$ cat src/rtl/vending_pkg.sv
// Shared types and constants for the coin-operated vend controller.
package vending_pkg;

   typedef enum logic [1:0] {
      IDLE    = 2'd0,
      COLLECT = 2'd1,
      VEND    = 2'd2,
      CHANGE  = 2'd3
   } state_t;

   localparam int NICKEL_V  = 1;
   localparam int DIME_V    = 2;
   localparam int QUARTER_V = 5;

   // Coin-return pulses, bit order {quarter, dime, nickel}
   typedef enum logic [2:0] {
      RET_NONE    = 3'b000,
      RET_NICKEL  = 3'b001,
      RET_DIME    = 3'b010,
      RET_QUARTER = 3'b100
   } ret_t;

endpackage

$ cat src/rtl/vending_controller_change_dispenser.sv
// Greedy change selection: picks the largest coin not exceeding credit and
// reports what is left after returning it.
module change_dispenser
   import vending_pkg::*;
#(
   parameter int CREDIT_W = 7
) (
   input  logic [CREDIT_W-1:0] credit,
   output ret_t                coin,
   output logic [CREDIT_W-1:0] remain
);

   localparam logic [CREDIT_W-1:0] Q_C = CREDIT_W'(QUARTER_V);
   localparam logic [CREDIT_W-1:0] D_C = CREDIT_W'(DIME_V);
   localparam logic [CREDIT_W-1:0] N_C = CREDIT_W'(NICKEL_V);

   always_comb begin
      coin   = RET_NONE;
      remain = credit;
      if (credit >= Q_C) begin
         coin   = RET_QUARTER;
         remain = credit - Q_C;
      end else if (credit >= D_C) begin
         coin   = RET_DIME;
         remain = credit - D_C;
      end else if (credit != '0) begin
         coin   = RET_NICKEL;
         remain = credit - N_C;
      end
   end

endmodule

$ cat src/rtl/vending_controller.sv
// Coin vend controller: credit accumulation, one-cycle vend, greedy change
// and refund, with registered outputs throughout.
//
// state   | meaning
// IDLE    | no credit, accepting coins
// COLLECT | partial credit below price, accepting coins
// VEND    | soda pulse cycle, price deducted at end of cycle
// CHANGE  | returning one coin per cycle until credit is zero
module vending_controller
   import vending_pkg::*;
#(
   parameter int PRICE    = 4,
   parameter int CREDIT_W = 7
) (
   input  logic                clk,
   input  logic                reset,
   input  logic                nickel,
   input  logic                dime,
   input  logic                quarter,
   input  logic                cancel,
   output logic                soda,
   output logic                ret_nickel,
   output logic                ret_dime,
   output logic                ret_quarter,
   output logic                coin_reject,
   output logic [CREDIT_W-1:0] credit,
   output logic                busy
);

   localparam logic [CREDIT_W-1:0] PRICE_C = CREDIT_W'(PRICE);
   localparam logic [CREDIT_W-1:0] MAX_C   = CREDIT_W'(PRICE + 4);

   state_t              state, state_n;
   logic [CREDIT_W-1:0] credit_n, coin_val;
   logic [CREDIT_W-1:0] after, after_n;
   logic [1:0]          coin_cnt;
   logic                any_coin, reject_n;
   ret_t                ret_q, ret_n, disp_coin;

   assign coin_cnt = {1'b0, nickel} + {1'b0, dime} + {1'b0, quarter};
   assign any_coin = nickel | dime | quarter;

   always_comb begin
      coin_val = '0;
      if (quarter)
         coin_val = CREDIT_W'(QUARTER_V);
      else if (dime)
         coin_val = CREDIT_W'(DIME_V);
      else if (nickel)
         coin_val = CREDIT_W'(NICKEL_V);
   end

   // The dispenser looks at next-cycle credit so the return pulse can be
   // registered alongside the CHANGE state; 'after' holds what remains once
   // the coin shown this cycle has gone out.
   change_dispenser #(.CREDIT_W(CREDIT_W)) u_disp (
      .credit (credit_n),
      .coin   (disp_coin),
      .remain (after_n)
   );

   always_comb begin
      state_n  = state;
      credit_n = credit;
      reject_n = 1'b0;
      unique case (state)
         IDLE, COLLECT: begin
            if (cancel) begin
               reject_n = any_coin;
               state_n  = (credit != '0) ? CHANGE : IDLE;
            end else if (coin_cnt == 2'd1) begin
               credit_n = credit + coin_val;
               state_n  = (credit_n >= PRICE_C) ? VEND : COLLECT;
            end else if (coin_cnt > 2'd1) begin
               reject_n = 1'b1;
            end
         end
         VEND: begin
            reject_n = any_coin;
            credit_n = credit - PRICE_C;
            state_n  = (credit_n != '0) ? CHANGE : IDLE;
         end
         CHANGE: begin
            reject_n = any_coin;
            credit_n = after;
            state_n  = (credit_n != '0) ? CHANGE : IDLE;
         end
         default: state_n = IDLE;
      endcase
      ret_n = (state_n == CHANGE) ? disp_coin : RET_NONE;
   end

   always_ff @(posedge clk) begin
      if (reset) begin
         state       <= IDLE;
         credit      <= '0;
         after       <= '0;
         ret_q       <= RET_NONE;
         soda        <= 1'b0;
         coin_reject <= 1'b0;
         busy        <= 1'b0;
      end else begin
         state       <= state_n;
         credit      <= credit_n;
         after       <= after_n;
         ret_q       <= ret_n;
         soda        <= (state_n == VEND);
         coin_reject <= reject_n;
         busy        <= (state_n == VEND) || (state_n == CHANGE);
      end
   end

   assign ret_nickel  = ret_q[0];
   assign ret_dime    = ret_q[1];
   assign ret_quarter = ret_q[2];

   credit_bound: assert property (@(posedge clk) disable iff (reset) credit <= MAX_C);

endmodule

$ cat config.mk
export PLATFORM = sky130hd
export DESIGN_NAME = vending_controller
export DESIGN_NICKNAME = d
export VERILOG_FILES = /design/src/rtl/vending_pkg.sv /design/src/rtl/vending_controller_change_dispenser.sv /design/src/rtl/vending_controller.sv
export SDC_FILE = /design/constraint.sdc
export NUM_CORES = 1
export LEC_CHECK = 0
export CAP_MARGIN = 20
export CORE_ASPECT_RATIO = 0.75
export CORE_MARGIN = 1.5
export CORE_UTILIZATION = 30
export DETAILED_ROUTE_END_ITERATION = 8
export PLACE_DENSITY_LB_ADDON = 0.12
export SKIP_LAST_GASP = 1
export SYNTH_ARGS = -nofsm -noshare
export SYNTH_HDL_FRONTEND = slang
export SYNTH_SLANG_ARGS = --single-unit
$ cat constraint.sdc
create_clock -name clk -period 3.2 [get_ports clk]
set_input_delay 0.64 -clock clk [delete_from_list [all_inputs] [get_ports clk]]
set_output_delay 0.64 -clock clk [all_outputs]
set_load 0.02 [all_outputs]
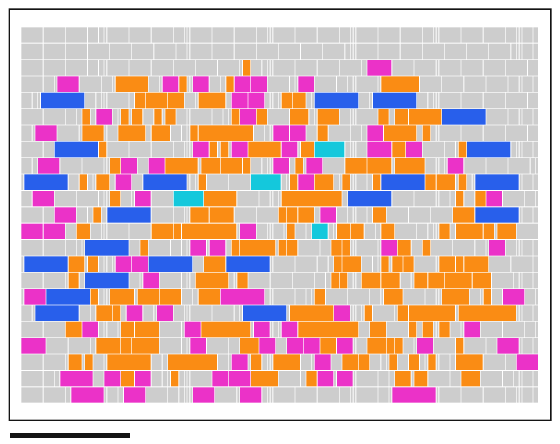
run_1/class_map.png
Scale bar: 20 um. Fill, decap, tap and diode cells in gray.
legend:
  cyan:
    class: clock drivers and dummy loads
    cells: 4
    share_of_their_area: 2.0%
  orange:
    class: remaining logic cells
    cells: 166
    share_of_their_area: 54%
  blue:
    class: registers
    cells: 21
    share_of_their_area: 17%
  magenta:
    class: remaining buffers and delay cells
    cells: 77
    share_of_their_area: 27%

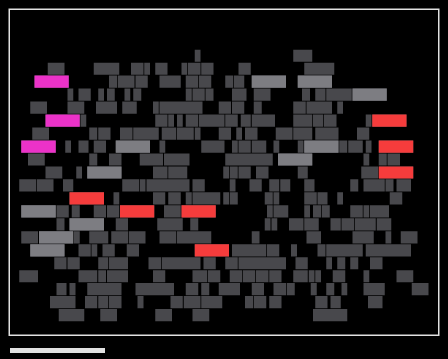
run_1/ff_map.png
Scale bar: 20 um. Other sequential cells in the stronger gray, the rest of the logic in the fainter gray.
legend:
  magenta:
    signal: `ret_q`
    sequential_cells: 3
  red:
    signal: `credit`
    sequential_cells: 7
Core Util, Final: 47.5%
register area: 420 sq um
flop share of the area: 16.5%
seq pwr: 478 uW

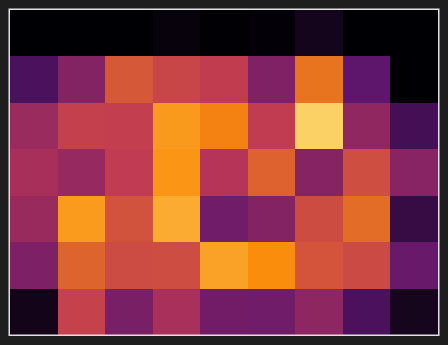
run_1/util_map.png
9 x 7 tiles, from black (low) to pale yellow (high), 0 to 100% covered.
nearly empty tiles: 14%
densest ninth of the die: center
tiles over 75% full: 11%
fullest tile: 90%
mean over tiles: 40%

==> impl_metrics.ini, run 1 <==
; synthesis and place-and-route metrics
[critical_path]
crit_slowest_cell = fa_1
reg2reg_to = after[2]
crit_path_max_incr_delay_ns = 0.48
path_class = in2reg
r2r_setup_slack_ns = 0.33
worstPathRequired_ns = 3.36
worst_setup_path_start_kind = primary input
path_buffers = 3
critPathMaxFanout = 5

[timing]
timing.fmax_ghz = 0.311
finalSetupViolations = 2
period_minus_slack_ns = 3.22
setup_slack_ns = -0.0189
grt_setup_unrepaired = true
tightestPinTransition_ns = 0.435

[outcome]
violations = setup timing
status = finished, violations left

[synthesis]
synthMostInstantiatedCell = nor2_1
synthCells = 195
synth.logic.top_family = AND-OR/OR-AND gates
synth.avg_cell_area_sq_um = 8.69
largest_area_cell = dfxtp_1
synthArstFlopShare_pct = 0
ys_area_sq_um = 1690
syn_area_sq_um = 1690
yosys_warnings = 0

[global_route]
grt_pass1_vias = 1589
antenna_found_initial = 0
grt.overflow.total = 0

[cts]
clock_path_buffers = 2
h-tree-depth = 1
cts.clk_slew.worst_paths_ns = 0.08

[floorplan]
io_pins = 19
core_sq_um = 5380
dieHeight_um = 68.1

[layout]
drive_gt1_share_pct = 38.4
syn2layout_area_growth_pct = 50.8
num_antenna_cells = 0

[placed_design]
placedCellCount = 329
placed_area_sq_um = 2360

[routing]
wl_um = 4610
drcViolationCount = 0

[power_and_ir_drop]
p_leak_uw = 0.00109
p_per_area_nw_per_um2 = 1180

[hold_path]
min_path_cells = 3
whs_endpoint = credit[5]
-- run 1: cells in the final DEF (no fill, tap or decap), types with 2 or more instances in the layout --
| cell | netlist | final |
|---|---|---|
| buf_4 | 0 | 55 |
| nor2_1 | 26 | 26 |
| dfxtp_1 | 21 | 21 |
| clkdlybuf4s50_1 | 0 | 15 |
| nand2_1 | 11 | 11 |
| a21oi_1 | 11 | 11 |
| o21ai_0 | 7 | 7 |
| inv_1 | 10 | 7 |
| xor2_1 | 6 | 6 |
| nor3_1 | 7 | 6 |
| ha_1 | 12 | 6 |
| nand3_1 | 5 | 5 |
| inv_2 | 3 | 4 |
| mux2i_1 | 5 | 4 |
| nor3b_1 | 4 | 4 |
| nand2b_1 | 4 | 4 |
| xnor2_1 | 4 | 4 |
| ha_2 | 0 | 4 |
| nor4_1 | 3 | 3 |
| a211oi_1 | 3 | 3 |
| and3_1 | 4 | 3 |
| clkbuf_8 | 0 | 3 |
| buf_6 | 2 | 3 |
| mux2_4 | 0 | 2 |
| a21o_1 | 2 | 2 |
| mux2_2 | 3 | 2 |
| a2111oi_4 | 2 | 2 |
| and3_4 | 1 | 2 |
| ha_4 | 0 | 2 |
| buf_8 | 0 | 2 |
| buf_12 | 0 | 2 |
-- run 1: how the worst max path moves through the flow --
stage          endpoint  cells past startpoint    start
6_report       after[2]                     13     dime
5_1_grt        after[2]                     13     dime
4_1_cts        after[2]                     12  quarter
3_5_place_dp   after[4]                     12  quarter
3_3_place_gp   after[4]                     12  quarter
2_1_floorplan  after[4]                     13  quarter
-- run 1: metal layers --
metal	routed length, um	vias to the layer above
li1	-	841
met1	2510	753
met2	1900	28
met3	199	0
met4	0	0
met5	0	-
-- run 1: layout make-up --
class	instances	share of cell area (%)
multi-input cells	153	49.6
repair buffers	77	26.1
flip-flops and latches	21	16.5
well taps	75	3.67
inverters	13	2.30
clock buffers	3	1.62
clock inverters	1	0.294
-- run 1: sequential cells by signal, indices dropped and copies added (netlist names) --
| name | cells |
|---|---|
| state | 1 |
| coin_reject | 1 |
| credit | 7 |
| busy | 1 |
| soda | 1 |
| ret_q | 3 |
| after | 7 |
-- run 1: stage by stage --
stage	TNS [ns]	setup slack [ns]
floorplan	-0.750	-0.162
global placement	-9.53	-0.839
detailed placement	-9.69	-0.879
CTS	-0.0399	-0.0371
global route	-0.665	-0.149
finish	-0.0225	-0.0189
-- run 1: worst register-to-register path: cells and delay by family, from the launching register on --
family	cells	cell delay (ns)
xor+xnor	1	0.17
flops	1	0.33
compound gates	3	0.49
simple gates	2	0.41
buf+inv	2	0.26
fa+ha+maj	3	0.77
mux	2	0.36
-- run 1: power breakdown --
part | internal [uW] | switching, uW | total, uW
logic | 1270 | 1090 | 2360
registers | 360 | 118 | 478
clock network | 88.0 | 92.5 | 180
total | 1720 | 1300 | 3020
-- run 1: what timing repair did --
action                                  4_1_cts  5_1_grt
pin swaps                                    10       10
hold buffers                                  0        0
gates cloned                                  0        0
endpoints found under the setup margin       12        9
hold endpoints to repair                      0        0
gates resized                                25        6
setup buffers                                 3        7
==> run 2: changes to the inputs <==
==> constraint.sdc (replaced) <==
create_clock -name clk -period 3.7 [get_ports clk]
set_input_delay 0.74 -clock clk [delete_from_list [all_inputs] [get_ports clk]]
set_output_delay 0.74 -clock clk [all_outputs]
set_load 0.02 [all_outputs]
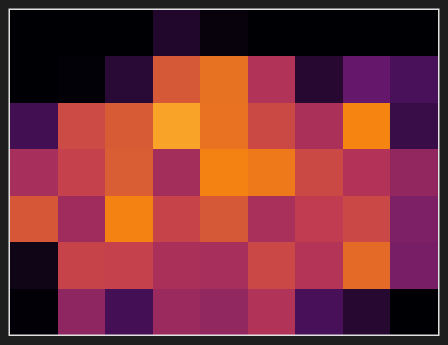
run_2/util_map.png
9 x 7 tiles, from black (low) to pale yellow (high), 0 to 100% covered.
nearly empty tiles: 18%
mean over tiles: 37%
tiles over 75% full: 1.6%
fullest tile: 80%
densest ninth of the die: center
Core Util, Final: 43.2%
Pre-Place Util: 31.5%

==> run 2 against run 1 <==
The run now ends clean. Via count down 3.7%. Setup slack improved by 0.18 ns. First-iteration DRC count up 110%. Total power fell by 20%. Sequential cell count is the same. Combinational power decreased by 23%. Synthesized area is the same. Register-to-register slack gained 0.44 ns. Final area down 9.0%. Global-route usage is essentially flat. Cell count shrank 4.7%. Critical path type unchanged. Critical endpoint unchanged.
==> impl_metrics.ini, run 2 <==
; synthesis and place-and-route metrics
[timing]
fin_tns_setup_ns = 0
setup_slack_ns = 0.159
grt_setup_unrepaired = false
finalSetupViolations = 0

[critical_path]
r2r_setup_slack_ns = 0.77
reg2reg_to = after[2]
path_class = in2reg
path_buffers = 3
worstPathRequired_ns = 3.83
critPathMaxFanout = 6
crit_slowest_cell = fa_1
crit_path_max_incr_delay_ns = 0.50
worst_setup_path_start_kind = primary input

[layout]
top_regs = after x7, credit x7, ret_q x3
lay_top_cells = 41 x buf_4, 26 x nor2_1, 21 x dfxtp_1
drive_gt1_share_pct = 29.8
syn2layout_area_growth_pct = 37.3
flop_area_sq_um = 420
num_antenna_cells = 0

[hold_path]
whs_endpoint = credit[5]

[global_route]
antenna_found_initial = 0
grt.overflow.total = 0
grt_pass1_vias = 1500

[floorplan]
dieHeight_um = 68.1
io_pins = 19
core_sq_um = 5380

[outcome]
status = completed

[placed_design]
placedCellCount = 321
pre_cts_ws_ns = -0.507
placed_area_sq_um = 2230

[power_and_ir_drop]
p_per_area_nw_per_um2 = 1040
p_seq_share_pct = 18.3
p_leak_uw = 0.000987

[cts]
cts.clk_slew.worst_paths_ns = 0.08
clock_path_buffers = 2

[synthesis]
yosys_warnings = 0
ys_area_sq_um = 1690
synthMostInstantiatedCell = nor2_1
synth.avg_cell_area_sq_um = 8.69
synthArstFlopShare_pct = 0
syn_area_sq_um = 1690

[routing]
drcViolationCount = 0
wl_um = 4500
-- run 2: worst max-delay path by stage --
stage | start | end | slack (ns) | cells past startpoint
3_5_place_dp | nickel | after[2] | -0.51 | 13
4_1_cts | quarter | after[2] | 0.15 | 13
5_1_grt | nickel | after[1] | 0.003 | 15
6_report | quarter | after[2] | 0.16 | 13
3_3_place_gp | nickel | after[2] | -0.41 | 13
2_1_floorplan | nickel | after[4] | 0.14 | 13
-- run 2: logic make-up (layout without fill, tap and decap cells) --
group | count (synthesis) | in the layout | synth area share, %
simple gates | 76 | 76 | 23.4
compound gates | 44 | 44 | 24.1
flops | 21 | 21 | 24.8
buf+inv | 21 | 78 | 5.61
fa+ha+maj | 14 | 14 | 11.2
xor+xnor | 10 | 10 | 5.17
mux | 9 | 9 | 5.61
-- run 2: power by group through the flow --
stage	clock network [uW]	registers [uW]	logic (uW)
global route	172	458	2000
CTS	161	445	1820
detailed placement	0	448	1740
floorplan	0	422	1100
finish	156	442	1820
global placement	0	451	1760
-- run 2: layout make-up --
cell class              count  share of cell area [%]
inverters                  13                    2.10
clock inverters             1                   0.215
repair buffers             61                    21.8
flip-flops and latches     21                    18.1
multi-input cells         153                    52.0
clock buffers               3                    1.78
well taps                  75                    4.03
-- run 2: what timing repair did --
action | 4_1_cts | 5_1_grt
hold buffers | 0 | 0
endpoints found under the setup margin | 10 | 0
resized | 15 | 0
endpoints found under the hold margin | 0 | 0
buffers inserted | 2 | 0
-- run 2: metal layers --
layer,part of all wire [%],vias up
met5,0,-
met4,0.36,0
met3,3.8,2
met2,41,28
met1,55,726
li1,-,806
-- run 2: worst register-to-register path: cells and delay by family, from the launching register on --
family | cells | cell delay [ns]
compound gates | 3 | 0.66
buf+inv | 3 | 0.46
flops | 1 | 0.38
xor+xnor | 1 | 0.15
simple gates | 2 | 0.31
fa+ha+maj | 2 | 0.65
mux | 1 | 0.18
-- run 2: through the flow --
step           power [uW]  hold WS (ns)
6_report             2410         0.709
4_1_cts              2430         0.710
3_5_place_dp         2190         0.697
2_1_floorplan        1520         0.634
5_1_grt              2630         0.744
3_3_place_gp         2210         0.690
==> run 3: changes to the inputs <==
--- a/config.mk
+++ b/config.mk
@@ -6,10 +6,13 @@
 export NUM_CORES = 1
 export LEC_CHECK = 0
 export CAP_MARGIN = 20
+export CELL_PAD_IN_SITES_DETAIL_PLACEMENT = 1
+export CELL_PAD_IN_SITES_GLOBAL_PLACEMENT = 1
 export CORE_ASPECT_RATIO = 0.75
 export CORE_MARGIN = 1.5
-export CORE_UTILIZATION = 30
+export CORE_UTILIZATION = 45
 export DETAILED_ROUTE_END_ITERATION = 8
+export DONT_BUFFER_PORTS = 1
 export PLACE_DENSITY_LB_ADDON = 0.12
 export SKIP_LAST_GASP = 1
 export SYNTH_ARGS = -nofsm -noshare
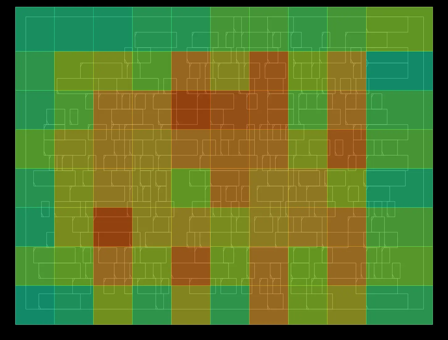
run_3/congestion_map.png
WL/cell: 18.0 um
grt met3 use: 5.07%
GR Util met2: 40.0%
GRT busiest layer: met2
met1 Use GR: 34.4%

==> run 3 against run 2 <==
Clock skew increased by 0.0026 ns. Sequential cell count did not move. Cell count fell by 22%. Setup slack gained 0.076 ns. Synthesized area unchanged. Fmax rose by 2.2%. Clock power decreased by 3%. Non-clock buffer count is 50 lower. Die size decreased by 32%. Utilization rose by 7.8 points. Total power fell by 13%. Largest power group unchanged. Register-to-register slack got worse by 0.27 ns.
==> impl_metrics.ini, run 3 <==
; synthesis and place-and-route metrics
[outcome]
status = completed

[critical_path]
startpoint = nickel
worstPathRequired_ns = 3.88
critPathMaxFanout = 8
reg2reg_to = after[4]
r2r_setup_slack_ns = 0.50
worst_setup_path_start_kind = primary input
path_class = in2reg
arrival_ns = 3.64

[timing]
grt_setup_unrepaired = false
period_minus_slack_ns = 3.47
finClkSkew_ns = 0.00573
final_max_slew_viol_count = 0
hold_ws_ns = 0.533
timing.fmax_ghz = 0.289
finalSetupViolations = 0
tightestPinTransition_ns = 0.635

[cts]
cts.clk_slew.worst_paths_ns = 0.08
h-tree-depth = 1
cts_setup_buffers = 0
clock_path_buffers = 2
holdBufCountCts = 0
post_cts_resized = 0

[floorplan]
core_sq_um = 3640
io_pins = 19
rows = 19
core_util_floorplan_pct = 46.6
dieHeight_um = 56.1

[hold_path]
whs_endpoint = state[0]
min_path_cells = 1

[placed_design]
hpwl_um = 3740
globalplace.congestion = 0.896

[layout]
top_regs = after x7, credit x7, ret_q x3
drive_gt1_share_pct = 17.3
syn2layout_area_growth_pct = 9.45
lay_top_count = nor2_1
num_antenna_cells = 0
final_util_pct = 51.0
logic_area_sq_um = 1180
lay_top_cells = 26 x nor2_1, 21 x dfxtp_1, 12 x ha_1
flop_area_sq_um = 420

[synthesis]
ys_area_sq_um = 1690
synth.avg_cell_area_sq_um = 8.69
synthMostInstantiatedCell = nor2_1
yosys_warnings = 0
synthCells = 195
synthArstFlopShare_pct = 0
syn_area_sq_um = 1690
fp_nets = 215
synth_flops = 21
largest_area_cell = dfxtp_1

[routing]
vias_per_cell = 5.67
antenna_left = 0
drcViolationCount = 0
vias = 1439
dr.first_iter.drc_count = 66
wl_um = 4580

[global_route]
grt_pass1_wl_um = 7690
grt.overflow.total = 0
antenna_found_initial = 0
grtUsageTotal_pct = 24.6
grt_pass1_vias = 1512

[power_and_ir_drop]
p_leak_uw = 0.000768
ir_drop_mv = 0.541
p_per_area_nw_per_um2 = 1130

[job]
warnings = 32
cap_violations = 0
## run 3: final cells by class
cell class	count	share of cell area, %
multi-input combinational	153	63.6
sequential	21	22.7
timing repair buffer	11	5.13
tap	52	3.51
inverter	13	2.63
clock buffer	3	2.23
clock inverter	1	0.270
## run 3: how the worst max path moves through the flow
stage | endpoint | cells past startpoint
after global routing | after[4] | 13
after floorplan | after[4] | 13
after CTS | after[4] | 12
after detailed placement | after[4] | 12
final | after[4] | 11
after global placement | after[6] | 12
## run 3: layer usage
metal / global-route usage, % / share of wire, % / vias to the layer above
met5: 0 / 0 / -
met4: 3.17 / 0.31 / 0
met3: 5.07 / 3.2 / 2
met2: 40.0 / 47 / 23
met1: 34.4 / 50 / 706
li1: - / - / 708
## run 3: where the power goes
group          internal [uW]  switching (uW)  total, uW
sequential               312             161        473
combinational            672             799       1470
clock                   75.1            76.3        151
total                   1060            1040       2090
## run 3: critical path, stage by stage
cell,delay (ns)
inv_1,0.04
fa_1,0.49
or3b_1,0.46
a221o_1,0.40
and2_1,0.18
ha_1,0.23
a2111oi_4,0.35
and3_1,0.28
buf_12,0.14
nand3_4,0.07
a311oi_2,0.25
## run 3: stage by stage
step	power, uW	instances	cell area (sq um)	worst slack (ns)	TNS (ns)
final	2090	254	1850	0.235	0
after global routing	2280	254	1850	0.0614	0
after CTS	2100	254	1850	0.220	0
after detailed placement	1940	250	1810	-0.0513	-0.0604
after global placement	1880	250	1810	0.0716	0
after floorplan	1520	195	1690	0.136	0
## run 3: kinds of logic after synthesis
family	Yosys count	synth area share [%]
AND/OR/NAND/NOR	76	23.4
AND-OR/OR-AND	44	24.1
buffers and inverters	21	5.61
flip-flops	21	24.8
adder cells (fa/ha/maj)	14	11.2
XOR/XNOR	10	5.17
multiplexers	9	5.61
Power and IR drop assume default switching activity.
